File: config.mk
export PLATFORM = sky130hd
export DESIGN_NAME = out_packer
export DESIGN_NICKNAME = d
export VERILOG_FILES = /design/src/rtl/out_packer.sv
export SDC_FILE = /design/constraint.sdc
export NUM_CORES = 1
export LEC_CHECK = 0
export ABC_AREA = 1
export CAP_MARGIN = 20
export CORE_UTILIZATION = 45
export CTS_CLUSTER_DIAMETER = 120
export DETAILED_ROUTE_END_ITERATION = 12
export PLACE_DENSITY_LB_ADDON = 0.12
export SYNTH_ARGS = -nofsm -noshare
export SYNTH_HDL_FRONTEND = slang
export SYNTH_SLANG_ARGS = --single-unit
File: constraint.sdc
create_clock -name clk -period 2.8 [get_ports clk]
set_input_delay 0.28 -clock clk [delete_from_list [all_inputs] [get_ports clk]]
set_output_delay 0.28 -clock clk [all_outputs]
set_load 0.05 [all_outputs]
File: src/rtl/out_packer.sv
// out_packer: packs a stream of result bytes into 32-bit words (first byte in
// [31:24]) and writes them through a req/ack port at consecutive word
// addresses starting from a programmed base.
// Optional feature macro: OUT_PACKER_PARTIAL_FLUSH_EN. When defined, a trailing
// partial word is written left-justified with zero fill. When undefined, a
// trailing partial word is dropped and the transfer ends without a write.
//
// state   | meaning
// --------+------------------------------------------------------------
// IDLE    | waiting for start, no transfer active
// COLLECT | accepting bytes into the holding register
// WRITE   | word presented on the memory port, waiting for mem_ack
// DONE    | transfer complete, done pulses for one cycle
module out_packer #(
    parameter int ADDR_W    = 16,
    parameter int ROW_WORDS = 4
) (
    input  logic              clk,
    input  logic              rst,
    input  logic              start,
    input  logic [ADDR_W-1:0] base_addr,
    input  logic              in_valid,
    input  logic [7:0]        in_data,
    input  logic              in_last,
    output logic              in_ready,
    output logic              mem_wr_en,
    output logic [ADDR_W-1:0] mem_addr,
    output logic [31:0]       mem_wdata,
    input  logic              mem_ack,
    output logic              row_done,
    output logic              busy,
    output logic              done
);

    typedef enum logic [1:0] {
        S_IDLE    = 2'd0,
        S_COLLECT = 2'd1,
        S_WRITE   = 2'd2,
        S_DONE    = 2'd3
    } state_t;

    localparam int ROW_W = (ROW_WORDS > 1) ? $clog2(ROW_WORDS) : 1;
    localparam logic [ROW_W-1:0] ROW_LAST = ROW_W'(ROW_WORDS - 1);

`ifdef OUT_PACKER_PARTIAL_FLUSH_EN
    localparam bit FLUSH_EN = 1'b1;
`else
    localparam bit FLUSH_EN = 1'b0;
`endif

    state_t            state_q, state_d;
    logic [ADDR_W-1:0] addr_q, addr_d;
    logic [31:0]       hold_q, hold_d;
    logic [31:0]       wdata_q, wdata_d;
    logic [1:0]        cnt_q, cnt_d;
    logic [ROW_W-1:0]  row_q, row_d;
    logic              last_q, last_d;
    logic              row_done_q, row_done_d;

    logic accept;
    logic word_end;
    logic partial;
    logic ack_fire;

    assign accept   = (state_q == S_COLLECT) && in_valid;
    assign word_end = accept && ((cnt_q == 2'd3) || in_last);
    assign partial  = in_last && (cnt_q != 2'd3);
    assign ack_fire = (state_q == S_WRITE) && mem_ack;

    // State and datapath registers, all cleared by the async reset.
    always_ff @(posedge clk or posedge rst) begin
        if (rst) begin
            state_q    <= S_IDLE;
            addr_q     <= '0;
            hold_q     <= '0;
            wdata_q    <= '0;
            cnt_q      <= '0;
            row_q      <= '0;
            last_q     <= 1'b0;
            row_done_q <= 1'b0;
        end else begin
            state_q    <= state_d;
            addr_q     <= addr_d;
            hold_q     <= hold_d;
            wdata_q    <= wdata_d;
            cnt_q      <= cnt_d;
            row_q      <= row_d;
            last_q     <= last_d;
            row_done_q <= row_done_d;
        end
    end

    // Next-state selection.
    always_comb begin
        state_d = state_q;
        case (state_q)
            S_IDLE: begin
                if (start) state_d = S_COLLECT;
            end
            S_COLLECT: begin
                if (word_end) begin
                    // A dropped partial word skips the write entirely.
                    if (partial && !FLUSH_EN) state_d = S_DONE;
                    else                      state_d = S_WRITE;
                end
            end
            S_WRITE: begin
                if (mem_ack) state_d = last_q ? S_DONE : S_COLLECT;
            end
            S_DONE: begin
                state_d = S_IDLE;
            end
            default: state_d = S_IDLE;
        endcase
    end

    // Byte packing, address stepping and row tracking.
    always_comb begin
        addr_d     = addr_q;
        hold_d     = hold_q;
        wdata_d    = wdata_q;
        cnt_d      = cnt_q;
        row_d      = row_q;
        last_d     = last_q;
        row_done_d = 1'b0;

        if ((state_q == S_IDLE) && start) begin
            addr_d = base_addr;
            cnt_d  = '0;
            row_d  = '0;
            last_d = 1'b0;
        end

        if (accept) begin
            hold_d = {hold_q[23:0], in_data};
            cnt_d  = cnt_q + 2'd1;
            if (word_end) begin
                // Left-justify so a short final word keeps its first byte on top
                // and zero-fills the unused low bytes.
                wdata_d = hold_d << {2'd3 - cnt_q, 3'b000};
                last_d  = in_last;
                cnt_d   = '0;
            end
        end

        if (ack_fire) begin
            addr_d = addr_q + 1'b1;
            if (row_q == ROW_LAST) begin
                row_d      = '0;
                row_done_d = 1'b1;
            end else begin
                row_d = row_q + 1'b1;
            end
        end
    end

    // Outputs decoded from state and registered datapath.
    always_comb begin
        in_ready  = (state_q == S_COLLECT);
        mem_wr_en = (state_q == S_WRITE);
        busy      = (state_q == S_COLLECT) || (state_q == S_WRITE);
        done      = (state_q == S_DONE);
        mem_addr  = addr_q;
        mem_wdata = wdata_q;
        row_done  = row_done_q;
    end

endmodule

Run 1, gate-type map:
Scale bar: 20 µm.
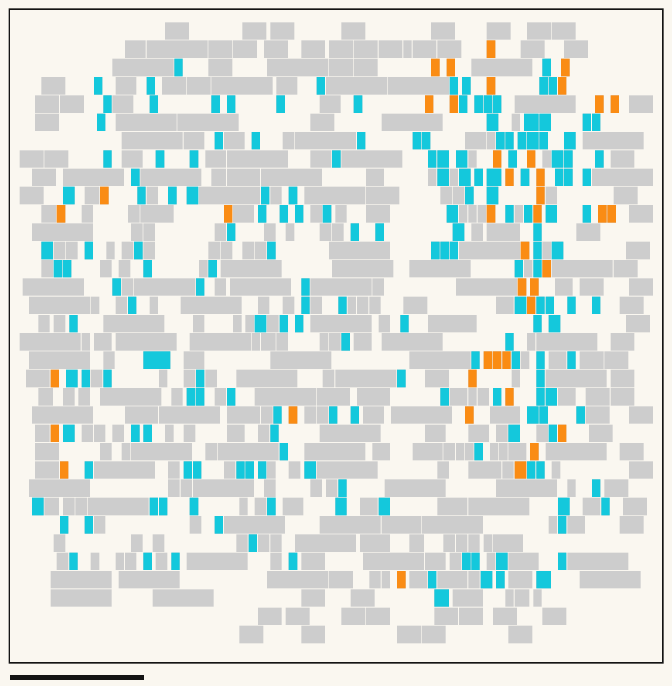
legend:
  nor cells:
    colour: orange
    cells: 41
  nand cells:
    colour: cyan
    cells: 183
    where: widely spread

Run 1, routing congestion map:
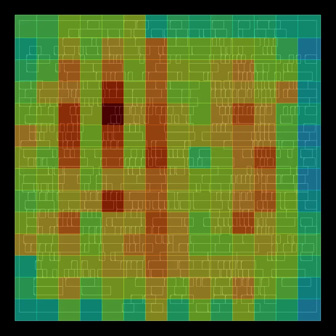
WL/cell: 14.0 µm
global route hottest layer: met2

==> results.cfg, run 1 <==
; generated from flow reports
[synthesis]
top_cells_by_area = dfrtp_1, nand2_1, o21ai_0
yosysMostFrequentCell = nand2_1
synth_top_flop_cell = dfrtp_1
ys_async_sr_fraction_pct = 100
syn_nets = 547
yosysTopAreaCell = dfrtp_1
synth-cells-yosys = 509
synth_cell_types = 29
yosysWarnings = 0
syn_area_per_cell_um2 = 7.97
synth_flops = 80

[setup_path]
crit_fanout = 7
crit_slowest_cell = clkdlybuf4s50_1
endpoint_kind = output pin
critPathRequiredTime_ps = 2520

[final_layout]
layout-drive-gt1-share_pct = 7.43
regArea_um2 = 2000
insertedDiodeCount = 0

[routing]
vias = 3623
post-route-drc-count = 0
ant_nets = 0
routed.top_layer = met4
wl_met2_um = 4830
drt-initial-drc-count = 184

[clock_tree]
tritoncts = yes
cts_setup_buffers = 0
cts_resized = 0
htree_num_levels = 3
cts_root_buffer = clkbuf_8

[die]
chipArea_um2 = 9400
placeableCoreArea_um2 = 8720
core.rowCount = 34
die_height_um = 97.0
io_pins = 83
fp.dieW_um = 97.0
fp_util_pct = 46.5

[placed_design]
gp_congestion = 0.849
portBuffers = 82

[global_routing]
grt_overflow = 0
grtUsageMet2_pct = 36.7
grt_antenna_before_repair = 0
first_global_vias = 3403
met3_usage_pct = 5.13
grt_usage_pct = 22.0

[outcome]
status = completed

[final_timing]
max_slew_margin_pct = 43.0
fin_crit_sh_pct = 82.2
worst_pin_slew_ps = 852
fin_skew_ps = 11.8

[power]
seq_power_share_pct = 32.5
power_density_nw_per_um2 = 1240

[hold_path]
hold_path.class = in -> async
Run 1, placement density heat map:
10 x 10 tiles, from dark blue (low) to red (high), 0 to 100% covered.
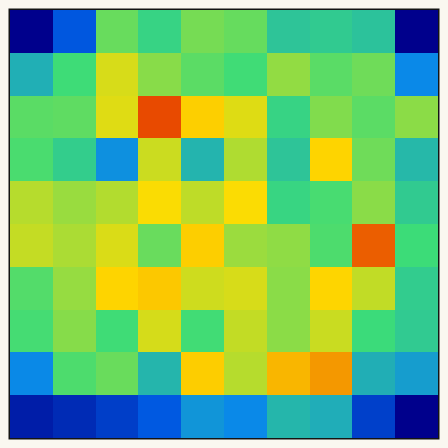
tiles over 75% full: 11%
fullest tile: 92%
emptiest ninth of the die: lower left

Run 1, routed clock nets over the placement:
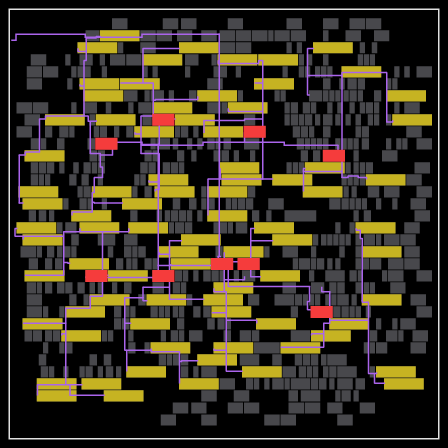
legend:
  flip-flops:
    colour: yellow
    count: 80
  clock wires:
    colour: purple
    length: 1000 µm
  clock-net drivers:
    colour: red
    count: 9
flops lie: widely spread

## run 1: cell families after synthesis
kind of cell	count (synthesis)	synth area share (%)
compound gates	127	17.9
fa+ha+maj	8	2.47
buf+inv	70	8.14
flops	80	49.3
simple gates	224	22.2
## run 1: final timing paths
path / from / to / slack (ps) / cells past startpoint
worst max-delay path: state_q[0] / mem_wr_en / 500 / 3
worst min-delay path: rst / mem_wdata[5] / 370 / 2
worst max register to register: state_q[1] / mem_wdata[14] / 520 / 8
worst min register to register: row_q[0] / row_q[0] / 470 / 1
max in group asynchronous: rst / mem_wdata[14] / 1720 / 3
min in group clk: row_q[0] / row_q[0] / 470 / 1
## run 1: through the flow
stage,total power [mW],cell area [µm²],cells,setup WS (ps),utilization (%)
after floorplan,4.51,4060,509,468,-
after global placement,5.52,4930,684,407,56.6
after detailed placement,5.58,4930,684,344,56.6
after CTS,6.37,5110,700,475,58.6
after global routing,6.78,5110,700,225,58.6
final,6.32,5110,700,499,58.6
## run 1: final cells by class
| cell class | count | area share [%] |
|---|---|---|
| Clock buffer | 9 | 2.42 |
| Clock inverter | 7 | 1.08 |
| Inverter | 49 | 3.75 |
| Multi-Input combinational cell | 359 | 33.8 |
| Sequential cell | 80 | 39.2 |
| Tap cell | 108 | 2.64 |
| Timing Repair Buffer | 88 | 17.2 |
## run 1: sequential cells by signal, summed over array words and instances (netlist names)
name and cells:
cnt_q 2, hold_q 24, last_q 1, mem_addr 16, mem_wdata 32, row_done 1
row_q 2, state_q 2
## run 1: power by group through the flow
stage                     clock network [mW]  logic [mW]  registers (mW)
after floorplan                            0        1.48            3.03
after global placement                     0        3.45            2.07
after detailed placement                   0        3.50            2.08
after CTS                              0.802        3.51            2.05
after global routing                   0.845        3.80            2.13
final                                  0.784        3.48            2.05
==> run 2, diff against run 1 <==
==> constraint.sdc (replaced) <==
create_clock -name clk -period 2.25 [get_ports clk]
set_input_delay 0.225 -clock clk [delete_from_list [all_inputs] [get_ports clk]]
set_output_delay 0.225 -clock clk [all_outputs]
set_load 0.05 [all_outputs]
Run 2, placement density heat map:
10 x 10 tiles, from dark blue (low) to red (high), 0 to 100% covered.
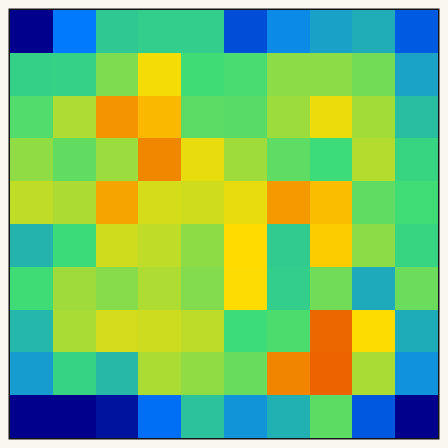
mean over tiles: 53%
tiles over 75% full: 11%
densest ninth of the die: centre
emptiest ninth of the die: lower left
nearly empty tiles: 4.0%

Run 2, routing congestion map:
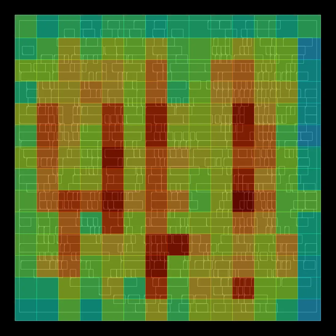
GRT Resource Usage Total: 22.5%
met3 usage in global routing: 5.27%
WL/cell: 14.4 µm

==> results.cfg, run 2 <==
; generated from flow reports
[clock_tree]
cts_resized = 0
htree_num_levels = 3
cts_root_buffer = clkbuf_8
tritoncts = yes
cts_setup_buffers = 0

[final_layout]
largest_class = flip-flops and latches
seq_area_share_pct = 38.9
layout-drive-gt1-share_pct = 7.45
clk_share_pct = 4.30
comb_share_pct = 33.5
buf_share_pct = 16.9
logic_gates = 359
n_all_inverters = 49
regArea_um2 = 2000
n_clock_buffer = 11
insertedDiodeCount = 0
buffers = 87
flops = 80
largest_reg_flops = 32

[die]
tap_cells = 108
die_height_um = 97.0
core.rowCount = 34
placeableCoreArea_um2 = 8720
fp.dieW_um = 97.0
chipArea_um2 = 9400
io_pins = 83
fp_util_pct = 46.5

[synthesis]
yosysMostFrequentCell = nand2_1
synth_top_flop_cell = dfrtp_1
top_cells_by_area = dfrtp_1, nand2_1, o21ai_0
ys_async_sr_fraction_pct = 100
yosysWarnings = 0
syn_area_per_cell_um2 = 7.97
synth-cells-yosys = 509
synth_cell_types = 29
syn_nets = 547
yosysTopAreaCell = dfrtp_1
synth_flops = 80

[hold_path]
hold_path.class = in -> async

[setup_path]
reg2reg_to = state_q[1]
crit_fanout = 6
startpoint = state_q[1]
rr_worst_depth = 9
crit_end = done
reg2reg_setup_slack_ps = 290
critPathKind = reg -> out
reg2reg_from = state_q[1]
endpoint_kind = output pin
critPathRequiredTime_ps = 2030

[power]
seq_power_share_pct = 31.5
power_density_nw_per_um2 = 1570
power_leader = combinational cells
combPwrFrac_pct = 53.9
seq_cell_power_mw = 2.54
powerComb_mw = 4.35

[routing]
routed.top_layer = met4
drt-initial-drc-count = 243
post-route-drc-count = 0
ant_nets = 0
wl_met2_um = 5250
vias = 3696

[final_timing]
fin_crit_sh_pct = 87.4
worst_pin_slew_ps = 545
max_slew_margin_pct = 63.5
fin_skew_ps = 11.2

[global_routing]
grtUsageMet2_pct = 40.7
grt_overflow = 0
busiest_layer = met2
grt_antenna_before_repair = 0
first_global_vias = 3667

[placed_design]
portBuffers = 82
dpl.hpwl_um = 6750
gp_congestion = 0.852

[outcome]
status = completed
==> run 2: netlist changes by cell type in the layout (fill, tap and decap cells not counted) <==
| cell | previous run | this run |
|---|---|---|
| clkinvlp_4 | 2 | 3 |
| inv_6 | 2 | 0 |
| clkinv_4 | 3 | 1 |
| clkbuf_1 | 0 | 1 |
| buf_4 | 5 | 6 |
| inv_2 | 5 | 4 |
| dlymetal6s2s_1 | 0 | 1 |
| clkbuf_8 | 9 | 10 |
| bufinv_16 | 0 | 2 |
| clkdlybuf4s50_1 | 82 | 79 |
==> run 2: worst min-delay path by stage <==
| stage | start | end | slack [ps] | cells past startpoint |
|---|---|---|---|---|
| after floorplan | in_data[0] | hold_q[0] | 350 | 2 |
| after global placement | row_q[0] | row_q[0] | 470 | 1 |
| after CTS | rst | row_done | 370 | 3 |
| final | rst | mem_addr[3] | 350 | 3 |
| after detailed placement | hold_q[12] | hold_q[12] | 470 | 2 |
| after global routing | rst | mem_addr[4] | 390 | 3 |
==> run 2: per-stage QoR <==
stage / hold WS [ps] / worst slack [ps] / area, µm² / total power [mW] / std cells
floorplan: 346 / 237 / 4060 / 5.61 / 509
global placement: 468 / 413 / 4920 / 6.84 / 683
detailed placement: 473 / 316 / 4920 / 6.93 / 683
CTS: 370 / 32.5 / 5140 / 8.13 / 699
global route: 390 / 109 / 5150 / 8.63 / 699
finish: 347 / 283 / 5150 / 8.08 / 699
==> run 2: worst max-delay path, stage by stage, from the launching register on <==
cell and delay [ps]:
dfrtp_1 430, ha_1 170, clkdlybuf4s50_1 790
==> run 2: logic make-up after synthesis <==
| logic type | synth area share, % |
|---|---|
| compound gates | 17.9 |
| simple gates | 22.2 |
| buf+inv | 8.14 |
| flops | 49.3 |
| fa+ha+maj | 2.47 |
Power figures rest on the tool's default switching activity, not on a simulated workload.
